<file path="config.mk">
export PLATFORM = sky130hd
export DESIGN_NAME = lmsm_sequencer
export DESIGN_NICKNAME = d
export VERILOG_FILES = /design/src/rtl/lmsm_sequencer.sv
export SDC_FILE = /design/constraint.sdc
export NUM_CORES = 1
export LEC_CHECK = 0
export CORE_ASPECT_RATIO = 0.75
export CORE_MARGIN = 3
export CORE_UTILIZATION = 39
export CTS_CLUSTER_SIZE = 40
export DETAILED_ROUTE_END_ITERATION = 7
export GPL_ROUTABILITY_DRIVEN = 0
export PLACE_DENSITY = 0.79
export RECOVER_POWER = 25
export SYNTH_ARGS = -nofsm -noshare
export SYNTH_HDL_FRONTEND = slang
export SYNTH_SLANG_ARGS = --single-unit
</file>
<file path="constraint.sdc">
create_clock -name clk -period 1.98 [get_ports clk]
set_input_delay 0.396 -clock clk [delete_from_list [all_inputs] [get_ports clk]]
set_output_delay 0.396 -clock clk [all_outputs]
set_load 0.03 [all_outputs]
</file>
<file path="src/rtl/lmsm_sequencer.sv">
// lmsm_sequencer: load-multiple / store-multiple micro-sequencer.
// Walks a latched 8-bit register mask from R0 upward, moving one 16-bit
// word per ACTIVE cycle between the register file and data memory at
// consecutive addresses, then pulses done for one cycle.
module lmsm_sequencer (
  input  logic        clk,
  input  logic        reset,
  input  logic        start,
  input  logic        is_store,
  input  logic [15:0] base_addr,
  input  logic [7:0]  reg_mask,
  input  logic [15:0] rf_rd_data,
  input  logic [15:0] mem_rd_data,
  output logic [15:0] mem_addr,
  output logic        mem_en,
  output logic        mem_wr_en,
  output logic [15:0] mem_wr_data,
  output logic [2:0]  rf_rd_sel,
  output logic        rf_wr_en,
  output logic [2:0]  rf_wr_sel,
  output logic [15:0] rf_wr_data,
  output logic        stall,
  output logic        done,
  output logic [3:0]  xfer_count
);

  typedef enum logic [1:0] {
    S_IDLE   = 2'd0,
    S_ACTIVE = 2'd1,
    S_DONE   = 2'd2
  } state_t;

  state_t      r_state;
  logic [15:0] r_ptr;
  logic [7:0]  r_mask;
  logic        r_is_store;
  logic [3:0]  r_count;

  logic [2:0]  w_idx;
  logic [7:0]  w_mask_next;

  // Index of the lowest set bit; an empty mask yields 0 (never used in ACTIVE).
  function automatic logic [2:0] lowest_idx(input logic [7:0] m);
    logic [2:0] idx;
    idx = 3'd0;
    for (int i = 7; i >= 0; i--) begin
      if (m[i]) begin
        idx = i[2:0];
      end
    end
    return idx;
  endfunction

  assign w_idx       = lowest_idx(r_mask);
  // Clearing the lowest set bit is the same as clearing bit w_idx.
  assign w_mask_next = r_mask & (r_mask - 8'd1);

  // Sequencer state, address pointer, pending mask and transfer counter.
  always_ff @(posedge clk) begin
    if (reset) begin
      r_state    <= S_IDLE;
      r_ptr      <= 16'd0;
      r_mask     <= 8'd0;
      r_is_store <= 1'b0;
      r_count    <= 4'd0;
    end else begin
      case (r_state)
        S_IDLE: begin
          if (start) begin
            r_is_store <= is_store;
            r_ptr      <= base_addr;
            r_mask     <= reg_mask;
            r_count    <= 4'd0;
            r_state    <= (reg_mask != 8'd0) ? S_ACTIVE : S_DONE;
          end else begin
            r_state    <= S_IDLE;
          end
        end
        S_ACTIVE: begin
          // One word per cycle; pointer wraps modulo 2^16 silently.
          r_mask  <= w_mask_next;
          r_ptr   <= r_ptr + 16'd1;
          r_count <= r_count + 4'd1;
          if (w_mask_next == 8'd0) begin
            r_state <= S_DONE;
          end else begin
            r_state <= S_ACTIVE;
          end
        end
        S_DONE: begin
          r_state <= S_IDLE;
        end
        default: begin
          r_state <= S_IDLE;
        end
      endcase
    end
  end

  // Output decode: everything is quiet outside ACTIVE except the done pulse;
  // the data paths pass straight through in the transfer cycle.
  always_comb begin
    mem_addr    = 16'd0;
    mem_en      = 1'b0;
    mem_wr_en   = 1'b0;
    mem_wr_data = 16'd0;
    rf_rd_sel   = 3'd0;
    rf_wr_en    = 1'b0;
    rf_wr_sel   = 3'd0;
    rf_wr_data  = 16'd0;
    stall       = 1'b0;
    done        = 1'b0;
    case (r_state)
      S_ACTIVE: begin
        mem_en   = 1'b1;
        mem_addr = r_ptr;
        stall    = 1'b1;
        if (r_is_store) begin
          mem_wr_en   = 1'b1;
          rf_rd_sel   = w_idx;
          mem_wr_data = rf_rd_data;
        end else begin
          rf_wr_en    = 1'b1;
          rf_wr_sel   = w_idx;
          rf_wr_data  = mem_rd_data;
        end
      end
      S_DONE: begin
        done = 1'b1;
      end
      default: begin
        done = 1'b0;
      end
    endcase
  end

  assign xfer_count = r_count;

endmodule

</file>
==> Slide: Implementation Results <==
Synthesis and Place & Route Summary

Detailed routing
  • Vias per cell: about 5.4
  • Initial DRT Pass Iterations: 5
  • Drt initial violations: 143

Synthesis
  • Mapped Area: about 2200 um^2
  • Top cells by count: and2_1, dfxtp_1, nor2_1, nand2_1, a21oi_1
  • Yosys stat area: 2170 um^2
  • Mean Syn Cell Area: around 7.3 um^2
  • Cells after Synth: between 200 and 300
  • Syn. warnings: 0
  • Commonest flop: dfxtp_1
  • Synth flops: 31
  • Biggest area cells: dfxtp_1, and2_1, and3_1
  • Synth cell types: about 57
  • Top-area cell share: 0.286
  • Register area share after synthesis: 0.286
  • Syn Nets: between 300 and 400
  • Ys cells: 299

Place
  • Detail Placement HPWL: 6.05 mm
  • Inst Count DP: around 500
  • Count of input and output buffers: 122
  • Area of placed instances: approximately 3500 um^2
  • Worst slack, placed: -0.107 ns

Pwr
  • Seq power: 0.804 mW
  • Pwr Density: roughly 630 nW/um^2
  • Share of total power in sequential cells: 0.343
  • VDD IR-drop max: between 0.4 and 0.5 mV
  • LEAKAGE: approximately 1.6 nW
  • Combinational share of power: 0.419
  • P_sw: between 0.8 and 0.9 mW
  • Clock power frac: 0.238
  • PnR Total Power: around 2.3 mW
  • Switch share: 0.370
  • Combinational group power: just under 1 mW
  • Internal Power: ~1.5 mW

Critical path
  • Worst path slowest cell: dfxtp_2
  • RR Startpoint: r_state[1]
  • Crit path DRT: between 1.5 and 2 ns
  • WS Path Type: register to output port
  • R2R setup slack: around 0.20 ns
  • Reg2Reg Depth: 8
  • Crit-path max cell delay: 0.32 ns
  • Worst setup EP type: output port
  • Worst path cell trace: nand2b_4 > inv_2 > buf_12 > buf_8 > nand2_2 > a211oi_4 > buf_6
  • Critical Path Start Type: register
  • Critical Path Source: r_state[1]

Job
  • Number of max-cap violations: 0

STA
  • PnR worst setup slack: ~0.0018 ns
  • Setup violations, final: 0
  • Hold slack: 0.499 ns
  • Setup TNS: 0 ns
  • Max_slew headroom: 0.638
  • Fmax: 506 MHz
  • Worst Tran Pin Value: approximately 0.54 ns
  • Fin. max-slew vios: 0

Finish
  • ANT cells: 0
  • Post-layout util: 0.726
  • Final net count: 492
  • Layout area overhead: 71.3%
  • Share of cells above drive strength 1: 0.255
  • Post-Layout Inst Area: between 3000 and 4000 um^2
  • Non-filler cells, final: slightly above 500

Global routing
  • First-pass GRT wire length: around 13 mm
  • Vias in the first global route: approximately 2500
  • Gr ovfl total: 0
  • Initial antenna violation count: 0

Min path
  • Min-delay worst type: register to register
  • Hold Path Sink: xfer_count[2]
  • HP Start: xfer_count[2]

Clock network
  • Clk_lat worst skew: between 0.2 and 0.3 ns
  • CTS tree: yes
  • Worst-case clock buffer depth: 2
  • Number of H-tree levels: 2
  • Worst-path clk slew: 0.07 ns
  • Clk root buf: clkbuf_8

Floorplanning
  • Row count: 22
  • DIE AREA: between 6000 and 7000 um^2
  • FP Util: 0.424
  • Die X: slightly above 90 um
  • Core area: a little over 5000 um^2
  • I/O pin count: 123

Outcome
  • Outcome: finished, final reports clean
-- cell families (layout without fill, tap and decap cells) --
logic type               Yosys count  count (layout)  synth area share
AND-OR/OR-AND                     78              78             0.242
flip-flops                        31              31             0.286
multiplexers                       1               1           0.00462
AND/OR/NAND/NOR                  151             151             0.373
buffers and inverters             34             166            0.0739
adder cells (fa/ha/maj)            4               4            0.0208
-- state kept, by name, indices dropped and copies added, names as in the netlist --
signal      count
r_state         2
xfer_count      4
r_ptr          16
r_is_store      1
r_mask          8
-- layer usage --
metal	up-vias	global-route usage	wire length [um]	part of all wire
met1	1236	0.329	3630	0.44
met5	-	0	0	0
met3	8	0.0595	618	0.076
met2	114	0.404	3850	0.47
met4	0	0.0527	78	0.0095
li1	1344	-	-	-
-- layout by cell type, fill, tap and decap left out, drive strengths merged, types with 4 or more instances in the layout --
master	netlist	final
nand4	7	7
inv	8	8
buf	13	71
dlygate4sd2	0	12
nand2	25	25
dfxtp	31	31
nor2	26	26
a311oi	4	4
nor3	12	12
and2	34	34
a21oi	24	24
a211oi	4	4
clkbuf	13	11
clkdlybuf4s50	0	62
a2111oi	4	4
o21ai	14	14
nand2b	4	4
nor4	8	8
nand3	8	8
and3	20	20
-- area by class of cell --
cell class,instances,area (um^2)
multi-input cells,234,1500
fillers,421,1410
repair buffers,150,1360
flip-flops and latches,31,639
clock buffers,8,100
well taps,72,90.1
inverters,8,30.0
-- critical path: cells and delay by family (launching register included) --
family / cells / cell delay (ns)
AND-OR/OR-AND: 1 / 0.24
buffers and inverters: 4 / 0.51
AND/OR/NAND/NOR: 2 / 0.23
flip-flops: 1 / 0.32
-- repair_timing --
action | 4_1_cts | 5_1_grt
setup endpoints to repair | 38 | 35
pin swaps | 2 | 5
buffers inserted | 4 | 3
hold buffers | 0 | 0
resized | 26 | 18
gates cloned | 1 | 0
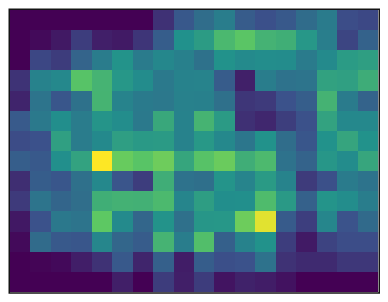
Fig. 1. Wiring heat map.
Drawn at 4 px/um. 18 x 14 tiles, from dark purple (low) to yellow (high), scaled to the fullest tile. Values are wire area over tile area, all layers added.
densest ninth of the die = center
nearly empty tiles = 8.3%
fullest tile = 0.57
mean over tiles = 0.20
Total GRT Usage: 0.245
WL final: 8.18 mm
drt wl/cell: 16.3 um
vias: 2702

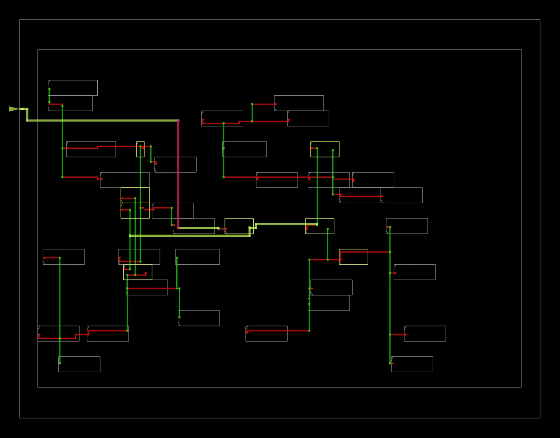
Fig. 2. Clock wiring as the flow saved it.
clk pwr: 0.558 mW
CTS sink cnt: 31
Num CTS Buffers: 5

Power figures rest on the tool's default switching activity, not on a simulated workload.
